File: src/rtl/intercal_alu_host_pkg.sv
// intercal_alu_host_pkg
// Shared types and constants for the INTERCAL ALU host sequencer.
//   - state_t      : sequencer state encoding
//   - UI_* fields  : bit positions inside the ALU's ui_in byte
//   - WR_BYTES / RD_BYTES : operand bytes written, result bytes read
//   - first_set, ui_write, ui_read : pin-encoding helpers
package intercal_alu_host_pkg;

  typedef enum logic [2:0] {
    ST_IDLE,
    ST_WR_SETUP,
    ST_WR_STROBE,
    ST_WR_HOLD,
    ST_RD_SETTLE,
    ST_DONE
  } state_t;

  // ui_in bit assignments on the ALU chip
  localparam int UI_NLOAD   = 7;  // low opens the selected load latch
  localparam int UI_NDRIVE  = 6;  // high keeps the ALU off the uio bus
  localparam int UI_OP_MSB  = 5;
  localparam int UI_OP_LSB  = 2;
  localparam int UI_SEL_MSB = 1;
  localparam int UI_SEL_LSB = 0;

  localparam int WR_BYTES = 8;    // A bytes 0-3, then B bytes 0-3
  localparam int RD_BYTES = 4;

  // Quiescent pin value: latches closed, ALU not driving uio
  localparam logic [7:0] UI_IDLE = 8'hC0;

  // Lowest set bit of a byte-pending mask (0 when the mask is empty).
  function automatic logic [2:0] first_set(input logic [WR_BYTES-1:0] mask);
    logic [2:0] idx;
    idx = '0;
    for (int i = WR_BYTES - 1; i >= 0; i--) begin
      if (mask[i]) begin
        idx = 3'(i);
      end
    end
    return idx;
  endfunction

  // Latch-address encoding: opcode field must be zero for the load decode.
  function automatic logic [7:0] ui_write(input logic nload, input logic [2:0] idx);
    logic [7:0] v;
    v            = '0;
    v[UI_NLOAD]  = nload;
    v[UI_NDRIVE] = 1'b1;
    v[2:0]       = idx;
    return v;
  endfunction

  // Read encoding: opcode plus result-byte selector, latches closed.
  function automatic logic [7:0] ui_read(input logic [3:0] op, input logic [1:0] sel);
    logic [7:0] v;
    v                         = '0;
    v[UI_NLOAD]               = 1'b1;
    v[UI_NDRIVE]              = 1'b1;
    v[UI_OP_MSB:UI_OP_LSB]    = op;
    v[UI_SEL_MSB:UI_SEL_LSB]  = sel;
    return v;
  endfunction

endpackage

File: src/rtl/intercal_alu_host_if.sv
// intercal_alu_host_if
// Bundles the 32-bit request/response port and the ALU chip pins.
//   slave  : view used by the host sequencer (takes requests, drives pins)
//   master : view used by the requester / board model
interface intercal_alu_host_if;
  logic        req_valid;
  logic        req_ready;
  logic [3:0]  req_op;
  logic [31:0] req_a;
  logic [31:0] req_b;
  logic        rsp_valid;
  logic        rsp_ready;
  logic [31:0] rsp_data;
  logic [7:0]  alu_ui;
  logic [7:0]  alu_uio_out;
  logic        alu_uio_oe;
  logic [7:0]  alu_uo;

  modport slave (
    input  req_valid, req_op, req_a, req_b, rsp_ready, alu_uo,
    output req_ready, rsp_valid, rsp_data, alu_ui, alu_uio_out, alu_uio_oe
  );

  modport master (
    output req_valid, req_op, req_a, req_b, rsp_ready, alu_uo,
    input  req_ready, rsp_valid, rsp_data, alu_ui, alu_uio_out, alu_uio_oe
  );
endinterface

File: src/rtl/intercal_alu_host_cache.sv
// intercal_alu_host_cache
// Shadow copy of the operand bytes last written into the ALU latches.
// Used only when INTERCAL_ALU_HOST_CACHE_EN is defined.
// Ports:
//   clk, rst  : clock, asynchronous active-high reset (clears valid bits)
//   ops_in    : candidate operands {B, A} of the incoming request
//   dirty     : per byte, 1 when the ALU latch must be (re)written
//   wr_en     : a byte write to the ALU has completed this cycle
//   wr_idx    : which latch was written (0-3 A, 4-7 B)
//   wr_byte   : value written
module intercal_alu_host_cache
  import intercal_alu_host_pkg::*;
(
  input  logic                  clk,
  input  logic                  rst,
  input  logic [8*WR_BYTES-1:0] ops_in,
  output logic [WR_BYTES-1:0]   dirty,
  input  logic                  wr_en,
  input  logic [2:0]            wr_idx,
  input  logic [7:0]            wr_byte
);

  logic [7:0]          shadow_mem [WR_BYTES];
  logic [WR_BYTES-1:0] valid_reg;

  // Data needs no reset: a byte is only trusted once its valid bit is set.
  always_ff @(posedge clk) begin
    if (wr_en) begin
      shadow_mem[wr_idx] <= wr_byte;
    end
  end

  always_ff @(posedge clk or posedge rst) begin
    if (rst) begin
      valid_reg <= '0;
    end else if (wr_en) begin
      valid_reg[wr_idx] <= 1'b1;
    end
  end

  genvar gi;
  generate
    for (gi = 0; gi < WR_BYTES; gi++) begin : g_cmp
      assign dirty[gi] = !valid_reg[gi] || (shadow_mem[gi] != ops_in[8*gi +: 8]);
    end
  endgenerate

endmodule

File: src/rtl/intercal_alu_host.sv
// intercal_alu_host
// Host-side sequencer for the INTERCAL ALU chip. Writes operands A and B
// byte by byte through the ALU's level-sensitive load latches (setup,
// strobe, hold per byte), then steps the result selector over four bytes,
// sampling each after SETTLE cycles, and returns the 32-bit result.
// Optional macro: INTERCAL_ALU_HOST_CACHE_EN -- skip rewriting operand
// bytes already held in the ALU latches.
// Parameters:
//   SETTLE : cycles each result selector is held before sampling (>= 1)
// Ports:
//   clk  : clock
//   rst  : asynchronous active-high reset
//   bus  : request/response port and ALU pins (slave view)
//          req_valid/req_ready/req_op/req_a/req_b, rsp_valid/rsp_ready/
//          rsp_data, alu_ui, alu_uio_out, alu_uio_oe, alu_uo
module intercal_alu_host
  import intercal_alu_host_pkg::*;
#(
  parameter int SETTLE = 2
) (
  input  logic                clk,
  input  logic                rst,
  intercal_alu_host_if.slave  bus
);

  localparam int CNT_W = (SETTLE > 1) ? $clog2(SETTLE) : 1;
  localparam logic [CNT_W-1:0] CNT_LAST = CNT_W'(SETTLE - 1);

  state_t                state_reg, state_next;
  logic [2:0]            k_reg, k_next;          // latch being written
  logic [1:0]            j_reg, j_next;          // result byte being read
  logic [CNT_W-1:0]      cnt_reg, cnt_next;      // settle counter
  logic [3:0]            op_reg, op_next;
  logic [8*WR_BYTES-1:0] ops_reg, ops_next;      // {B, A}
  logic [WR_BYTES-1:0]   pend_reg, pend_next;    // bytes still to write
  logic [31:0]           rsp_data_reg, rsp_data_next;
  logic [7:0]            ui_reg, ui_next;
  logic [7:0]            uio_reg, uio_next;
  logic                  oe_reg, oe_next;

  logic [8*WR_BYTES-1:0] req_ops;
  logic [WR_BYTES-1:0]   dirty_in;
  logic [WR_BYTES-1:0]   pend_rest;

  assign req_ops   = {bus.req_b, bus.req_a};
  assign pend_rest = pend_reg & ~(WR_BYTES'(1) << k_reg);

`ifdef INTERCAL_ALU_HOST_CACHE_EN
  logic       cache_wr_en;
  logic [7:0] cache_wr_byte;

  // A byte counts as written once its hold cycle completes.
  assign cache_wr_en   = (state_reg == ST_WR_HOLD);
  assign cache_wr_byte = ops_reg[8*k_reg +: 8];

  intercal_alu_host_cache u_cache (
    .clk     (clk),
    .rst     (rst),
    .ops_in  (req_ops),
    .dirty   (dirty_in),
    .wr_en   (cache_wr_en),
    .wr_idx  (k_reg),
    .wr_byte (cache_wr_byte)
  );
`else
  assign dirty_in = '1;
`endif

  // Next-state and datapath updates
  always_comb begin
    state_next    = state_reg;
    k_next        = k_reg;
    j_next        = j_reg;
    cnt_next      = cnt_reg;
    op_next       = op_reg;
    ops_next      = ops_reg;
    pend_next     = pend_reg;
    rsp_data_next = rsp_data_reg;

    case (state_reg)
      ST_IDLE: begin
        if (bus.req_valid) begin
          op_next  = bus.req_op;
          ops_next = req_ops;
          j_next   = '0;
          cnt_next = '0;
          if (|dirty_in) begin
            pend_next  = dirty_in;
            k_next     = first_set(dirty_in);
            state_next = ST_WR_SETUP;
          end else begin
            // Everything already latched in the ALU: go straight to reads
            pend_next  = '0;
            state_next = ST_RD_SETTLE;
          end
        end
      end
      ST_WR_SETUP:  state_next = ST_WR_STROBE;
      ST_WR_STROBE: state_next = ST_WR_HOLD;
      ST_WR_HOLD: begin
        pend_next = pend_rest;
        if (|pend_rest) begin
          k_next     = first_set(pend_rest);
          state_next = ST_WR_SETUP;
        end else begin
          j_next     = '0;
          cnt_next   = '0;
          state_next = ST_RD_SETTLE;
        end
      end
      ST_RD_SETTLE: begin
        if (cnt_reg == CNT_LAST) begin
          rsp_data_next[8*j_reg +: 8] = bus.alu_uo;
          cnt_next = '0;
          if (j_reg == 2'(RD_BYTES - 1)) begin
            state_next = ST_DONE;
          end else begin
            j_next = j_reg + 2'd1;
          end
        end else begin
          cnt_next = cnt_reg + CNT_W'(1);
        end
      end
      ST_DONE: begin
        if (bus.rsp_ready) begin
          state_next = ST_IDLE;
        end
      end
      default: state_next = ST_IDLE;
    endcase
  end

  // Pin values for the coming state; registered so the latch enable
  // (ui[7]) never glitches on the way to the chip.
  always_comb begin
    ui_next  = UI_IDLE;
    uio_next = '0;
    oe_next  = 1'b0;
    case (state_next)
      ST_WR_SETUP, ST_WR_HOLD: begin
        ui_next  = ui_write(1'b1, k_next);
        uio_next = ops_next[8*k_next +: 8];
        oe_next  = 1'b1;
      end
      ST_WR_STROBE: begin
        ui_next  = ui_write(1'b0, k_next);
        uio_next = ops_next[8*k_next +: 8];
        oe_next  = 1'b1;
      end
      ST_RD_SETTLE: begin
        ui_next = ui_read(op_next, j_next);
      end
      default: begin
        ui_next = UI_IDLE;
      end
    endcase
  end

  always_ff @(posedge clk or posedge rst) begin
    if (rst) begin
      state_reg    <= ST_IDLE;
      k_reg        <= '0;
      j_reg        <= '0;
      cnt_reg      <= '0;
      op_reg       <= '0;
      ops_reg      <= '0;
      pend_reg     <= '0;
      rsp_data_reg <= '0;
      ui_reg       <= UI_IDLE;
      uio_reg      <= '0;
      oe_reg       <= 1'b0;
    end else begin
      state_reg    <= state_next;
      k_reg        <= k_next;
      j_reg        <= j_next;
      cnt_reg      <= cnt_next;
      op_reg       <= op_next;
      ops_reg      <= ops_next;
      pend_reg     <= pend_next;
      rsp_data_reg <= rsp_data_next;
      ui_reg       <= ui_next;
      uio_reg      <= uio_next;
      oe_reg       <= oe_next;
    end
  end

  assign bus.req_ready   = (state_reg == ST_IDLE);
  assign bus.rsp_valid   = (state_reg == ST_DONE);
  assign bus.rsp_data    = rsp_data_reg;
  assign bus.alu_ui      = ui_reg;
  assign bus.alu_uio_out = uio_reg;
  assign bus.alu_uio_oe  = oe_reg;

endmodule

File: src/flat_wrapper.sv
// flat-port wrapper written by rule: the top's interface ports become plain ports
module intercal_alu_host_flat import intercal_alu_host_pkg::*;
#(
  parameter int SETTLE = 2
)
  (clk, rst, bus_req_valid, bus_req_op, bus_req_a, bus_req_b, bus_rsp_ready, bus_alu_uo, bus_req_ready, bus_rsp_valid, bus_rsp_data, bus_alu_ui, bus_alu_uio_out, bus_alu_uio_oe);
  intercal_alu_host_if bus_i ();
  input  logic clk;
  input  logic rst;
  input wire logic [$bits(bus_i.req_valid)-1:0] bus_req_valid;
  input wire logic [$bits(bus_i.req_op)-1:0] bus_req_op;
  input wire logic [$bits(bus_i.req_a)-1:0] bus_req_a;
  input wire logic [$bits(bus_i.req_b)-1:0] bus_req_b;
  input wire logic [$bits(bus_i.rsp_ready)-1:0] bus_rsp_ready;
  input wire logic [$bits(bus_i.alu_uo)-1:0] bus_alu_uo;
  output wire logic [$bits(bus_i.req_ready)-1:0] bus_req_ready;
  output wire logic [$bits(bus_i.rsp_valid)-1:0] bus_rsp_valid;
  output wire logic [$bits(bus_i.rsp_data)-1:0] bus_rsp_data;
  output wire logic [$bits(bus_i.alu_ui)-1:0] bus_alu_ui;
  output wire logic [$bits(bus_i.alu_uio_out)-1:0] bus_alu_uio_out;
  output wire logic [$bits(bus_i.alu_uio_oe)-1:0] bus_alu_uio_oe;
  assign bus_i.req_valid = bus_req_valid;
  assign bus_i.req_op = bus_req_op;
  assign bus_i.req_a = bus_req_a;
  assign bus_i.req_b = bus_req_b;
  assign bus_i.rsp_ready = bus_rsp_ready;
  assign bus_i.alu_uo = bus_alu_uo;
  assign bus_req_ready = bus_i.req_ready;
  assign bus_rsp_valid = bus_i.rsp_valid;
  assign bus_rsp_data = bus_i.rsp_data;
  assign bus_alu_ui = bus_i.alu_ui;
  assign bus_alu_uio_out = bus_i.alu_uio_out;
  assign bus_alu_uio_oe = bus_i.alu_uio_oe;
  intercal_alu_host #(.SETTLE(SETTLE)) u_core (.clk(clk), .rst(rst), .bus(bus_i));
endmodule
File: config.mk
export PLATFORM = sky130hd
export DESIGN_NAME = intercal_alu_host_flat
export DESIGN_NICKNAME = d
export VERILOG_FILES = /design/src/rtl/intercal_alu_host_pkg.sv /design/src/rtl/intercal_alu_host_if.sv /design/src/rtl/intercal_alu_host_cache.sv /design/src/rtl/intercal_alu_host.sv /design/src/flat_wrapper.sv
export SDC_FILE = /design/constraint.sdc
export NUM_CORES = 1
export LEC_CHECK = 0
export ABC_CLOCK_PERIOD_IN_PS = 6100
export CORE_ASPECT_RATIO = 0.8
export CORE_MARGIN = 2
export CORE_UTILIZATION = 40
export DETAILED_ROUTE_END_ITERATION = 6
export PLACE_DENSITY = 0.66
export SLEW_MARGIN = 5
export SYNTH_ARGS = -nofsm -noshare
export SYNTH_HDL_FRONTEND = slang
export SYNTH_HIERARCHICAL = 1
export SYNTH_SLANG_ARGS = --single-unit
File: constraint.sdc
create_clock -name clk -period 6.1 [get_ports clk]
set_clock_uncertainty 0.15 [all_clocks]
set_input_delay 1.83 -clock clk [delete_from_list [all_inputs] [get_ports clk]]
set_output_delay 1.83 -clock clk [all_outputs]
set_load 0.005 [all_outputs]
Fig. 1: PDN straps and rails
Scale bar: 50 µm. Pins as bars on the die edge. Tap cells in grey.
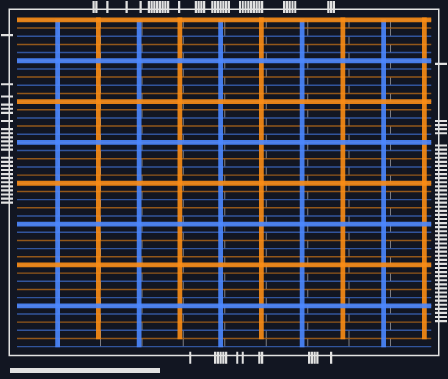
VSS: marked blue. VDD: marked orange.
The core has 40 rows. 8 straps on met5. 189 tap cells. 10 straps on met4.

Fig. 2: cells coloured by class
Scale bar: 50 µm.
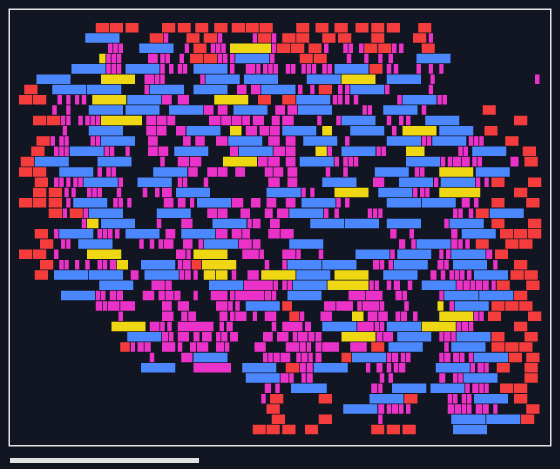
flops: marked blue, cells 133. other buffers and delay cells: marked red, cells 134. all other logic: marked magenta, cells 511. clock drivers and dummy loads: marked yellow, cells 32.
Core Region: 15000 µm²
fraction of area in registers: 40.7%
fin util: 54.5%

==> ci_impl_report.md <==
### Metrics collected by this job

| Metric | Value |
|---|---|
| Status | `completed` |
| Synth top cells by count | `nand2_1, dfrtp_1, o21ai_0` |
| Synthesized area per cell | `8.98 µm²` |
| Post-cts hold-fix buffer tally | `0` |
| Clk slew on worst S/H paths | `~60 ps` |
| Worst Hold Class | `reg -> reg` |
| Top cells by area | `dfrtp_1, nand2_1, o21bai_1` |
| Clk latency late pin | `420 ps` |
| Metal2 WL | `7280 µm` |
| First-pass GRT wire length | `27400 µm` |
| Buffers outside the clock class | `around 130` |
| Worst path max stage delay | `around 950 ps` |
| M1 GR Usage | `31.3%` |
| Cell-internal power | `2.35 mW` |
| Peak supply drop | `291 µV` |
| Register area share after synthesis | `54.2%` |
| Bufs on Longest Clock Path | `2` |
| Simple-Gate Area Share | `23.0%` |
| Compound Share, Synth | `17.1%` |
| Sequential cell area | `3330 µm²` |
| Net Count, Synth | `771` |
| Clock buffer cells | `18` |
| Largest register FFs | `between 60 and 70` |
| Clk root buf | `clkbuf_16` |
| Crit Path Max Fanout | `34` |
| Clock-cell share of area | `7.80%` |
| Number of CTS-inserted buffers | `17` |
| Crit path max-delay family | `simple AND/OR/NAND/NOR gates` |
| Initial DRT Pass Iterations | `5` |
| Routing usage on met2 | `31.1%` |
| Reg2Reg Depth | `7` |
| R2R setup slack | `1820 ps` |
| Fraction of layout cells with a size suffix above 1 | `6.79%` |
| Seq_cells | `133` |
| Post-synth top area share | `53.8%` |
| Count leader, synth | `nand2_1` |
| Comb power frac | `between 30% and 40%` |
| Synth Cell Area | `6140 µm²` |
| RR Startpoint | `u_core/k_reg[0]` |
| XORs/XNORs by Area | `0.143%` |
| Gp weighted congestion | `0.887` |
| Met3 usage | `5.12%` |
| DRT met1 WL | `about 8100 µm` |
-- cell usage in the layout, fill, tap and decap left out, types with 4 or more instances in the layout --
cell type,netlist,layout
nand2_1,289,289
o2111ai_1,16,16
a21oi_1,7,7
dfrtp_1,132,132
o21bai_1,32,32
o211ai_1,16,16
clkdlybuf4s50_1,0,129
nor2_1,14,14
o21ai_0,46,46
and2_1,5,5
nor3_1,6,6
nand4_1,8,8
buf_4,4,5
inv_1,10,9
clkinv_4,0,4
clkbuf_16,0,17
bufinv_16,0,4
ha_1,7,7
-- power by group through the flow --
stage / registers [mW] / clock network (mW) / logic (mW)
2_1_floorplan: 1.26 / 0 / 0.885
3_3_place_gp: 1.32 / 0 / 1.22
3_5_place_dp: 1.33 / 0 / 1.24
4_1_cts: 1.31 / 1.11 / 1.26
5_1_grt: 1.34 / 1.15 / 1.40
6_report: 1.32 / 1.09 / 1.27
-- worst max-delay path by stage --
stage	endpoint	depth (start not counted)	slack (ps)
2_1_floorplan	u_core/bus.alu_ui[0]	1	570
3_3_place_gp	u_core/bus.alu_uio_out[3]	8	1550
3_5_place_dp	u_core/bus.alu_uio_out[2]	8	1450
4_1_cts	u_core/bus.alu_uio_out[5]	8	1810
5_1_grt	u_core/bus.alu_uio_out[5]	7	1500
6_report	u_core/bus.alu_uio_out[5]	8	1780
-- stage by stage --
| stage | util, % | worst slack, ps | power, mW | area (µm²) | std cells |
|---|---|---|---|---|---|
| after floorplan | - | 567 | 2.15 | 6140 | 684 |
| after global placement | 50.2 | 1550 | 2.54 | 7540 | 967 |
| after detailed placement | 50.2 | 1450 | 2.57 | 7540 | 967 |
| after CTS | 54.5 | 1810 | 3.68 | 8180 | 999 |
| after global routing | 54.5 | 1500 | 3.90 | 8180 | 999 |
| final | 54.5 | 1780 | 3.68 | 8180 | 999 |
No activity file was given, so power comes from the tool's default toggle rates.
